==> src/rtl/aes_ip_pkg.sv <==
// Shared constants and state encoding for the AES256 IP datapath blocks.
// Latency: n/a (types and constants only).
// Backpressure: n/a.
package aes_ip_pkg;

    localparam int AES_BLOCK_WH = 256;
    localparam int BUS_WH       = 32;
    localparam int NUM_WORDS    = AES_BLOCK_WH / BUS_WH;

    typedef enum logic {
        IDLE = 1'b0,
        SEND = 1'b1
    } state_t;

endpackage

==> src/rtl/aes_word_serializer.sv <==
// Serializes one 256-bit AES block into eight 32-bit words, least-significant word first.
// Latency: first word valid 1 cycle after an accepted load; one word per cycle with ready_in high.
// Backpressure: word held stable while ready_in is low; loads are refused (load_drop) unless idle or on the last transfer.
//
// Ports:
//   clk, resetn          clock and synchronous active-low reset
//   load_in, data_in     single-cycle block load request and 256-bit block
//   load_ready           combinational: a load presented this cycle is accepted
//   load_drop            1-cycle pulse after a refused load
//   data_out, valid_out  current output word and its valid flag
//   ready_in             downstream accept
//   busy, words_left     block in flight and words still to transfer
//   done                 1-cycle pulse after the last word of a block transfers
module aes_word_serializer
    import aes_ip_pkg::*;
#(
    parameter int DATA_IN_WH  = AES_BLOCK_WH,
    parameter int DATA_OUT_WH = BUS_WH,
    parameter int CNT_WH      = 4
) (
    input  logic                   clk,
    input  logic                   resetn,
    input  logic                   load_in,
    input  logic [DATA_IN_WH-1:0]  data_in,
    output logic                   load_ready,
    output logic                   load_drop,
    output logic [DATA_OUT_WH-1:0] data_out,
    output logic                   valid_out,
    input  logic                   ready_in,
    output logic                   busy,
    output logic [CNT_WH-1:0]      words_left,
    output logic                   done
);

    localparam int WORDS  = DATA_IN_WH / DATA_OUT_WH;
    localparam int IDX_WH = (WORDS > 1) ? $clog2(WORDS) : 1;

    state_t                  r_state;
    logic [DATA_IN_WH-1:0]   r_shift;
    logic [IDX_WH-1:0]       r_idx;
    logic [CNT_WH-1:0]       r_words_left;
    logic                    r_done;
    logic                    r_load_drop;

    logic w_xfer;
    logic w_last;
    logic w_load_ready;
    logic w_load;

    // valid_out is high exactly while in SEND, so a transfer implies SEND.
    assign w_xfer       = (r_state == SEND) & ready_in;
    assign w_last       = w_xfer & (r_idx == IDX_WH'(WORDS - 1));
    assign w_load_ready = (r_state == IDLE) | w_last;
    assign w_load       = load_in & w_load_ready;

    always_ff @(posedge clk) begin
        if (!resetn) begin
            r_state      <= IDLE;
            r_shift      <= '0;
            r_idx        <= '0;
            r_words_left <= '0;
            r_done       <= 1'b0;
            r_load_drop  <= 1'b0;
        end else begin
            r_load_drop <= load_in & ~w_load_ready;
            // done fires on every last transfer, including the back-to-back case.
            r_done      <= w_last;

            if (w_load) begin
                r_state      <= SEND;
                r_shift      <= data_in;
                r_idx        <= '0;
                r_words_left <= CNT_WH'(WORDS);
            end else if (w_xfer) begin
                // Shifting in zeros leaves data_out at 0 once the block is drained.
                r_shift      <= {DATA_OUT_WH'(0), r_shift[DATA_IN_WH-1:DATA_OUT_WH]};
                r_words_left <= r_words_left - CNT_WH'(1);
                if (w_last) begin
                    r_state <= IDLE;
                    r_idx   <= '0;
                end else begin
                    r_idx   <= r_idx + IDX_WH'(1);
                end
            end
        end
    end

    assign load_ready = w_load_ready;
    assign load_drop  = r_load_drop;
    assign data_out   = r_shift[DATA_OUT_WH-1:0];
    assign valid_out  = (r_state == SEND);
    assign busy       = (r_state == SEND);
    assign words_left = r_words_left;
    assign done       = r_done;

endmodule

==> config.mk <==
export PLATFORM = sky130hd
export DESIGN_NAME = aes_word_serializer
export DESIGN_NICKNAME = d
export VERILOG_FILES = /design/src/rtl/aes_ip_pkg.sv /design/src/rtl/aes_word_serializer.sv
export SDC_FILE = /design/constraint.sdc
export NUM_CORES = 1
export LEC_CHECK = 0
export CORE_UTILIZATION = 36
export DETAILED_ROUTE_END_ITERATION = 10
export DONT_BUFFER_PORTS = 1
export PLACE_DENSITY = 0.46
export SLEW_MARGIN = 30
export SYNTH_ARGS = -nofsm -noshare
export SYNTH_HDL_FRONTEND = slang
export SYNTH_SLANG_ARGS = --single-unit
==> constraint.sdc <==
create_clock -name clk -period 4.2 [get_ports clk]
set_input_delay 0.63 -clock clk [delete_from_list [all_inputs] [get_ports clk]]
set_output_delay 0.63 -clock clk [all_outputs]
set_load 0.005 [all_outputs]
==> impl_metrics.ini <==
; implementation run metrics
[layout]
nFillCells = 3349
layout_top_cells = 452 x nand2_1, 266 x dfxtp_1, 225 x a31oi_1
largest_register_ffs = 256
regMostFlops = r_shift
clockNetworkAreaShare_pct = 8.131
antenna_cells_inserted = 5
buf_share_pct = 1.440
comb_cells = 962
syn2layout_area_growth_pct = 6.077
n_clock_buffer = 45
inverters_excl_clock = 5
final_common_cell = nand2_1
fin_util_pct = 39.01
seq_share_pct = 43.15
finalNonFillerCells = 1707
comb_area_um2 = 5293
comb_area_share_pct = 42.89
drive_gt1_share_pct = 5.154
n_all_buffers = 11
final_nets = 1540
seq_area_um2 = 5325
nFlopsAndLatches = 266

[setup_path]
critPathLaunchType = flip-flop
cp_cell_sequence = ha_1 > ha_1 > a21boi_4 > inv_1 > nand2_8 > buf_12 > a31oi_1
slowest_stage = nand2_8
reg2reg_to = r_shift[98]
crit_path_end = r_shift[98]
crit_required_ns = 4.62
cp.buffers_inverters = 2
startpoint = r_idx[0]
cpPeakStageDelay_ns = 0.60
cp_max_fo = 119
crit_path_frequent_cell = ha_1
crit_arrival_ns = 2.97
r2r_setup_slack_ns = 1.65
reg2reg_depth = 7
r2r_start = r_idx[0]
critical_path_cell_count = 7
critPathTopFamily = simple AND/OR/NAND/NOR gates
end_kind = flip-flop

[placement]
dpl.hpwl_mm = 23.32
finalWeightedCongestion = 0.7640
placed_cells = 1646
pre_cts_slack_ns = 1.717
dpl_cell_area_um2 = 11320

[synth]
top_area_cell = dfxtp_1
synth_area_um2 = 11630
synthDistinctLibCells = 28
yosys_area_um2 = 11630
synth.most_common_cell = nand2_1
xor_share_pct = 0.1506
ys_sh_aoi_pct = 29.43
synth.logic.top_family = AND-OR/OR-AND gates
flop_cell = dfxtp_1
synth-adder-area-share_pct = 0.3227
common_cells = 453 x nand2_1, 266 x dfxtp_1, 225 x a31oi_1, 224 x o31ai_1, 83 x buf_2
synthCells = 1422
yosys_warnings = 0
topCellsByArea = dfxtp_1 46%, nand2_1 15%, o31ai_1 14%
synth.area.mux_share_pct = 0.08604
synth-edff-count = 0
syn_area_per_cell_um2 = 8.181
fp_nets = 1685
synthArstFlopShare_pct = 0
postSynthSeqShare_pct = 45.77
top_area_share_pct = 45.77
ys_sh_simple_pct = 15.22
ys_ff = 266

[pwr]
powerSeq_uw = 2850
p_total_uw = 6087
clockPowerShare_pct = 43.9
swShare_pct = 25.84
p_sw_uw = 1573
combPwrFrac_pct = 9.3
pg_clk_uw = 2670
p_leak_uw = 0.004181
p_per_area_nw_per_um2 = 493.3
powerComb_uw = 566
top_power_group = registers
ir_drop_mv = 0.3499
p_int_uw = 4514

[die]
fp_util_pct = 36.77
die_w_um = 181.8
core_area_um2 = 31640
tap_cells = 402
rows = 65
die_h_um = 181.8
chipArea_um2 = 33040

[drt]
top_layer = met5
drt_iter0_markers = 842
via_per_inst = 5.838
dr_wl_met3_mm = 2.877
drc = 0
dr_wl_met2_mm = 17.03
drtAntennaViolNets = 0

[min_path]
worstHoldEndpoint = r_shift[252]
min_path_type = input pin to flip-flop
hp-start = data_in[252]
hold_depth = 1

[cts]
clk_pin_slew_ns = 0.06
cts-resized-gates = 0
clock_path_buffers = 3
cts_made_buffers = 31
clkLatencyLatePin_ns = 0.55
cts_root_buffer = clkbuf_16
cts_tree = built
cts_setup_buffers = 0
numClockSinks = 266

[sta]
post-route-min-period_ns = 2.550
setup_viol = 0
tns_ns = 0
min_period_over_period_pct = 60.72
worst_slew_pin_slew_ns = 0.8751
rsz0062_at_grt = false
clock_skew_ns = 0.009646
clock.fmax_ghz = 0.3921
fin_hold_ws_ns = 0.2006
slew_violations = 0
hold_viol_final = 0
slew_headroom_pct = 41.66

[global_routing]
grt_max_degree = 230
grtUsageMet1_pct = 30.50
gr-usage-met3_pct = 6.137
gr-usage-met2_pct = 33.83
antenna_found_initial = 6
grt_overflow_total = 0
grt.busiest_layer = met2
grt_pass1_wl_mm = 58.01

[job]
maxCapViolCount = 0
tool_warnings = 44

[status]
status = completed
Wires at chosen ports, followed through buffers:
Drawn at 2 px/um.
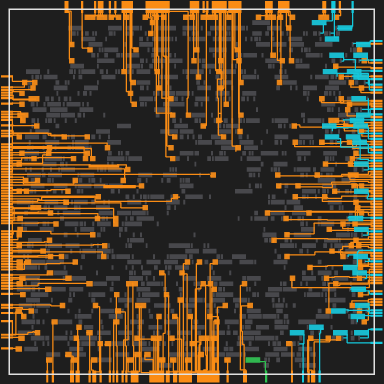
- `data_out`: cyan (bits 32; direction output; edge 27 right, 3 top, 2 bottom; end cells 32; buffers 0; wire 450 um)
- `load_drop`: green (bits 1; direction output; edge bottom; end cells 1; buffers 0; wire 8.80 um)
- `data_in`: orange (bits 256; direction input; edge 74 left, 63 top, 62 right, 57 bottom; end cells 256; buffers 0; wire 6,440 um)
IO Port Bufs: 0
num ports: 301

Close-up of the layout:
Window x 126 to 146, y 126 to 146 um. Cells in grey, sequential cells in the stronger grey; small squares are vias.
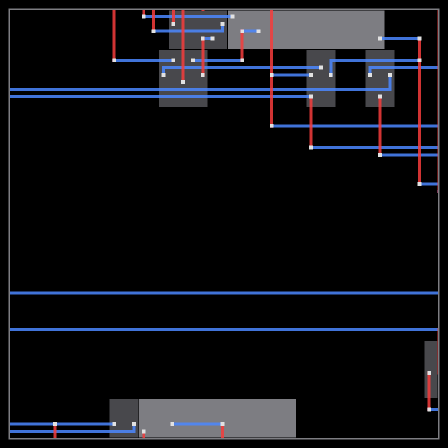
- met2: red
- met1: blue
- sequential cells in the window: 2
- cells with their middle in the window: 7
- netlist names of flops here include: `r_shift` (2)
- most frequent: nand2_1 (3), dfxtp_1 (2)

Routed metal, one colour a layer:
Drawn at 3 px/um. Only two layers are drawn.
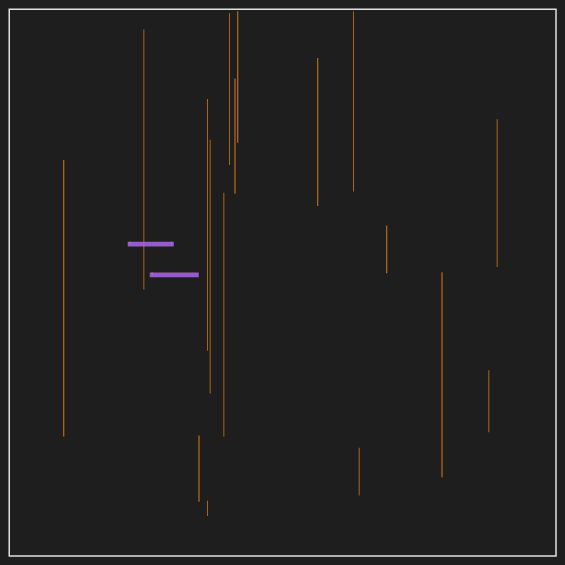
- met5: purple (wire length 28.5 um)
- met4: orange (wire length 865 um)
GR Util All Layers: 22.20%
routed via count: 9,966
WL final: 38.24 mm
routed len/inst: 22.40 um

